===== config.mk =====
export PLATFORM = sky130hd
export DESIGN_NAME = pwm_gen
export DESIGN_NICKNAME = d
export VERILOG_FILES = /design/src/rtl/pwm_gen.sv
export SDC_FILE = /design/constraint.sdc
export NUM_CORES = 1
export LEC_CHECK = 0
export ABC_CLOCK_PERIOD_IN_PS = 2900
export CORE_MARGIN = 2
export CORE_UTILIZATION = 55
export CTS_CLUSTER_DIAMETER = 50
export DETAILED_ROUTE_END_ITERATION = 12
export PLACE_DENSITY = 0.8
export SYNTH_ARGS = -nofsm -noshare
export SYNTH_HDL_FRONTEND = slang
export SYNTH_SLANG_ARGS = --single-unit

===== constraint.sdc =====
create_clock -name clk -period 2.9 [get_ports clk]
set_clock_uncertainty 0.1 [all_clocks]
set_input_delay 0.725 -clock clk [delete_from_list [all_inputs] [get_ports clk]]
set_output_delay 0.725 -clock clk [all_outputs]
set_load 0.02 [all_outputs]

===== src/rtl/pwm_gen.sv =====
// pwm_gen -- fixed-on-time PWM generator, consumer side of the
// pwm_en / pwm_rdy / off_div handshake with pwm_ctl.
//
// Each period:
//   ON   : pwm_out high for ON_TIME cycles. A one-cycle pwm_en request
//          is issued in the first ON cycle.
//   WAIT : entered only if the request has not completed by the last ON cycle.
//   OFF  : pwm_out low for div_act cycles, where div_act is the latched off_div.
// enable is honoured only in IDLE and at the OFF->ON decision, so a
// period is never truncated.
//
// Optional feature: define PWM_GEN_DEADTIME_EN to drive pwm_out_n high
// inside OFF, with DEAD_TIME guard cycles at both ends. Without it,
// pwm_out_n is tied low.
//
// Ports:
//   clk          system clock
//   rst          synchronous, active-high reset
//   enable       run request
//   off_div      off count from controller (valid once request completes)
//   pwm_rdy      controller idle/ready
//   pwm_en       one-cycle request pulse to controller
//   pwm_out      main gate drive
//   pwm_out_n    complementary gate drive
//   period_done  one-cycle pulse on last OFF cycle
//   stall        high while waiting on controller
//   div_act      off count in use for current period

module pwm_gen #(
  parameter int ON_TIME     = 40,
  parameter int CNT_WIDTH   = 18,
  parameter int MIN_OFF_DIV = 1,
  parameter int DEAD_TIME   = 3
) (
  input  logic                 clk,
  input  logic                 rst,
  input  logic                 enable,
  input  logic [CNT_WIDTH-1:0] off_div,
  input  logic                 pwm_rdy,
  output logic                 pwm_en,
  output logic                 pwm_out,
  output logic                 pwm_out_n,
  output logic                 period_done,
  output logic                 stall,
  output logic [CNT_WIDTH-1:0] div_act
);

  typedef enum logic [1:0] {
    ST_IDLE,
    ST_ON,
    ST_WAIT,
    ST_OFF
  } state_t;

  localparam logic [CNT_WIDTH-1:0] ON_LAST = CNT_WIDTH'(ON_TIME - 1);
  localparam logic [CNT_WIDTH-1:0] MIN_DIV = CNT_WIDTH'(MIN_OFF_DIV);
  localparam logic [CNT_WIDTH-1:0] ONE     = CNT_WIDTH'(1);

  state_t               state, state_nxt;
  logic [CNT_WIDTH-1:0] on_cnt, on_cnt_nxt;
  logic [CNT_WIDTH-1:0] off_cnt, off_cnt_nxt;
  logic [CNT_WIDTH-1:0] div_act_nxt;
  logic                 busy_seen, busy_seen_nxt;
  logic                 done, done_nxt;

  logic                 req_cycle;
  logic                 complete;
  logic [CNT_WIDTH-1:0] div_clamped;

  // The request cycle is the first ON cycle.
  assign req_cycle = (state == ST_ON) && (on_cnt == '0);

  // done/busy_seen still hold the previous period's values during the
  // request cycle. That matters when ON_TIME=1, because the request cycle is
  // also the last ON cycle. Masking with req_cycle makes the cycle behave as
  // already cleared. The second term is "done is being set this cycle".
  assign complete = !req_cycle && (done || (busy_seen && pwm_rdy));

  // A set MSB means the controller wrapped negative, so treat it as zero.
  always_comb begin
    div_clamped = off_div;
    if (off_div[CNT_WIDTH-1] || (off_div < MIN_DIV)) begin
      div_clamped = MIN_DIV;
    end
  end

  // Request tracking. pwm_rdy must be seen low before a high level counts as
  // completion, so a stale-high pwm_rdy right after the pulse is ignored.
  always_comb begin
    busy_seen_nxt = busy_seen;
    done_nxt      = done;
    if (req_cycle) begin
      busy_seen_nxt = 1'b0;
      done_nxt      = 1'b0;
    end else if (!pwm_rdy) begin
      busy_seen_nxt = 1'b1;
    end else if (busy_seen) begin
      done_nxt = 1'b1;
    end
  end

  always_comb begin
    state_nxt   = state;
    on_cnt_nxt  = on_cnt;
    off_cnt_nxt = off_cnt;
    div_act_nxt = div_act;
    unique case (state)
      ST_IDLE: begin
        if (enable) begin
          state_nxt  = ST_ON;
          on_cnt_nxt = '0;
        end
      end
      ST_ON: begin
        if (on_cnt == ON_LAST) begin
          on_cnt_nxt = '0;
          if (complete) begin
            div_act_nxt = div_clamped;
            off_cnt_nxt = ONE;
            state_nxt   = ST_OFF;
          end else begin
            state_nxt = ST_WAIT;
          end
        end else begin
          on_cnt_nxt = on_cnt + ONE;
        end
      end
      ST_WAIT: begin
        if (complete) begin
          div_act_nxt = div_clamped;
          off_cnt_nxt = ONE;
          state_nxt   = ST_OFF;
        end
      end
      ST_OFF: begin
        if (off_cnt == div_act) begin
          off_cnt_nxt = '0;
          on_cnt_nxt  = '0;
          state_nxt   = enable ? ST_ON : ST_IDLE;
        end else begin
          off_cnt_nxt = off_cnt + ONE;
        end
      end
      default: state_nxt = ST_IDLE;
    endcase
  end

  always_ff @(posedge clk) begin
    if (rst) begin
      state     <= ST_IDLE;
      on_cnt    <= '0;
      off_cnt   <= '0;
      div_act   <= MIN_DIV;
      busy_seen <= 1'b0;
      done      <= 1'b0;
    end else begin
      state     <= state_nxt;
      on_cnt    <= on_cnt_nxt;
      off_cnt   <= off_cnt_nxt;
      div_act   <= div_act_nxt;
      busy_seen <= busy_seen_nxt;
      done      <= done_nxt;
    end
  end

  // All outputs decode directly from registered state. Reset therefore
  // clears them on the next edge.
  assign pwm_out     = (state == ST_ON);
  assign pwm_en      = req_cycle;
  assign stall       = (state == ST_WAIT);
  assign period_done = (state == ST_OFF) && (off_cnt == div_act);

`ifdef PWM_GEN_DEADTIME_EN
  localparam logic [CNT_WIDTH-1:0] DT  = CNT_WIDTH'(DEAD_TIME);
  localparam logic [CNT_WIDTH:0]   DT2 = (CNT_WIDTH + 1)'(2 * DEAD_TIME);

  // The div_act > 2*DT guard also keeps div_act - DT from underflowing.
  assign pwm_out_n = (state == ST_OFF) &&
                     ({1'b0, div_act} > DT2) &&
                     (off_cnt > DT) &&
                     (off_cnt <= (div_act - DT));
`else
  logic [31:0] unused_dead_time;
  assign unused_dead_time = DEAD_TIME;
  assign pwm_out_n        = 1'b0;
`endif

endmodule


met4.png
Bar = 20 um.
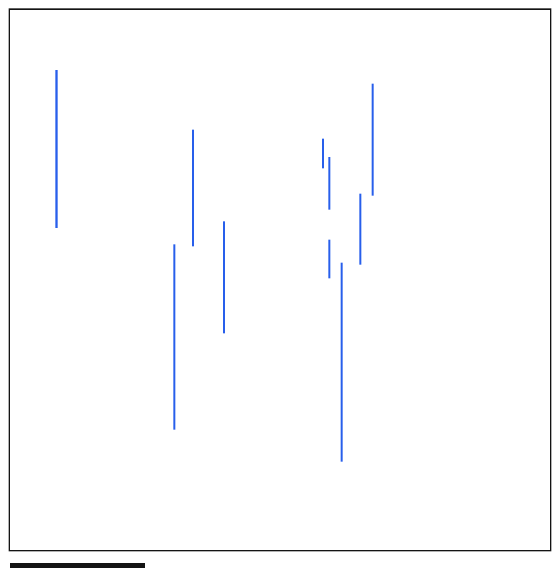
The wires run mostly vertical. The layer holds 1.9% of the routed length. The longest straight run is 29.2 um. The layer carries 156 um of wire. 5 nets have wire on it.
Routed WL: 8.326 mm
via count: 3,195

==> run summary <==
Status - finished, final reports clean
Vias per cell - 6.277
Num rows - 27
CP max FO - 6
Ys cells - 389
Comb pwr - 866 uW
Largest cells by area after synthesis - dfxtp_1, nand2_1, a32o_1
Top cell area share - 0.3644
R2r startpoint - state[0]$_SDFFE_PP0P_
# diodes - 0
Cycle use final - 0.9466
Clock latency at the later pin of the worst-skew pair - 340 ps
Core ar. - 5540 um2
Power Internal - 1466 uW
Async set or reset register ratio after synthesis - 0
CTS Buf Count - 9
Worst path required time - 2080 ps
HP Start - div_act[4]$_SDFFE_PP0P_
CTS tree - done
Crit-path slowest cell - dfxtp_1
Clk power - 630 uW
Final nets - 464
Largest stage delay on the critical path - 440 ps
Htree depth - 3
Seq pwr share - 0.365
Routed Antenna Nets - 0
# DRC - 0
DR pass1 iterations - 6
Total tool warning count - 31
Largest net degree at the start of global routing - 46
Hold_ws - 391.1 ps
Sequential power - 862 uW
Leading area contributor after synthesis - dfxtp_1
Syn_nets - 419
Synthesized cell area - 3187 um2
DP Cell Count - 495
Pwr top - combinational cells
Gpl congestion - 0.8815
Sequential area share after synthesis - 0.3644
Initial Utilization - 0.5752
Final Cell Area - 3881 um2
met2.png
Bar = 20 um. Cells faint in the background.
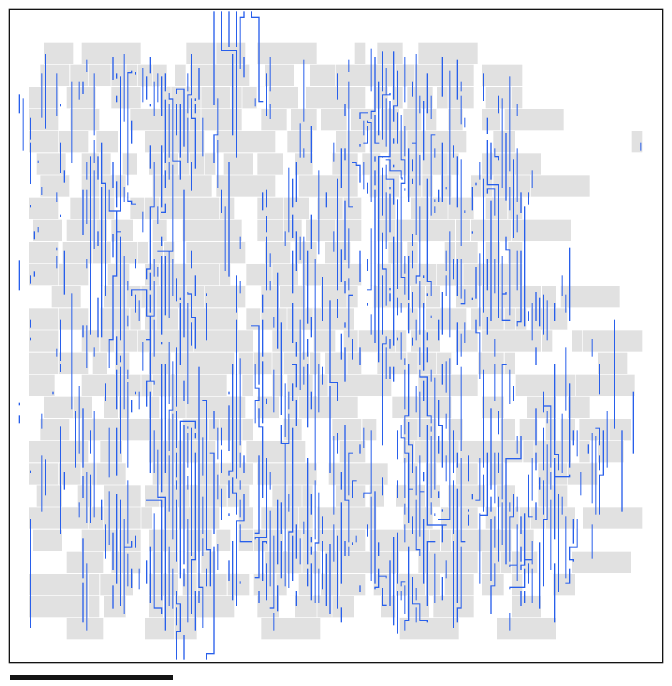
The wires run mostly vertical. The layer holds 45% of the routed length.

==> path summary, 6_finish.rpt <==
check        depth (start not counted)  slack [ps]                      end
max reg2reg                          6         340  on_cnt[12]$_SDFFE_PP0P_
min reg2reg                          2         390  div_act[4]$_SDFFE_PP0P_
max                                  6         150              period_done
min                                  2         390  div_act[4]$_SDFFE_PP0P_
==> cell type report <==
class	count	share of cell area
Inverter	10	0.009671
Sequential cell	58	0.2995
Multi-Input combinational cell	299	0.4884
Clock buffer	10	0.03546
Tap cell	72	0.02321
Timing Repair Buffer	56	0.1386
Clock inverter	4	0.005158
==> state kept, by name, indices dropped and copies added, names as in the netlist <==
name       cells
div_act       18
off_cnt       18
on_cnt        18
state          2
busy_seen      1
done           1
==> worst min-delay path, cell delays in order, from the launching register on <==
cell and delay (ps):
dfxtp_1 330, nand2_1 60, a21oi_1 50
==> repair_timing <==
item,4_1_cts,5_1_grt
gates cloned,0,0
gates resized,5,1
setup endpoints to repair,2,1
==> kinds of logic (layout without fill, tap and decap cells) <==
family	after synthesis	in the layout	share of synthesized area
adder cells (fa/ha/maj)	8	8	0.03141
other	1	1	0.001177
AND/OR/NAND/NOR	181	181	0.2996
buffers and inverters	32	80	0.04594
flip-flops	58	58	0.3643
XOR/XNOR	29	29	0.07970
AND-OR/OR-AND	80	80	0.1779
==> per-layer routing <==
layer | vias to the layer above | track usage | share of wire
met1 | 1500 | 0.3928 | 0.46
met3 | 21 | 0.06292 | 0.076
li1 | 1521 | - | -
met4 | 0 | 0.1153 | 0.019
met2 | 153 | 0.4292 | 0.45
met5 | - | 0 | 0
No activity file was given, so power comes from the tool's default toggle rates.
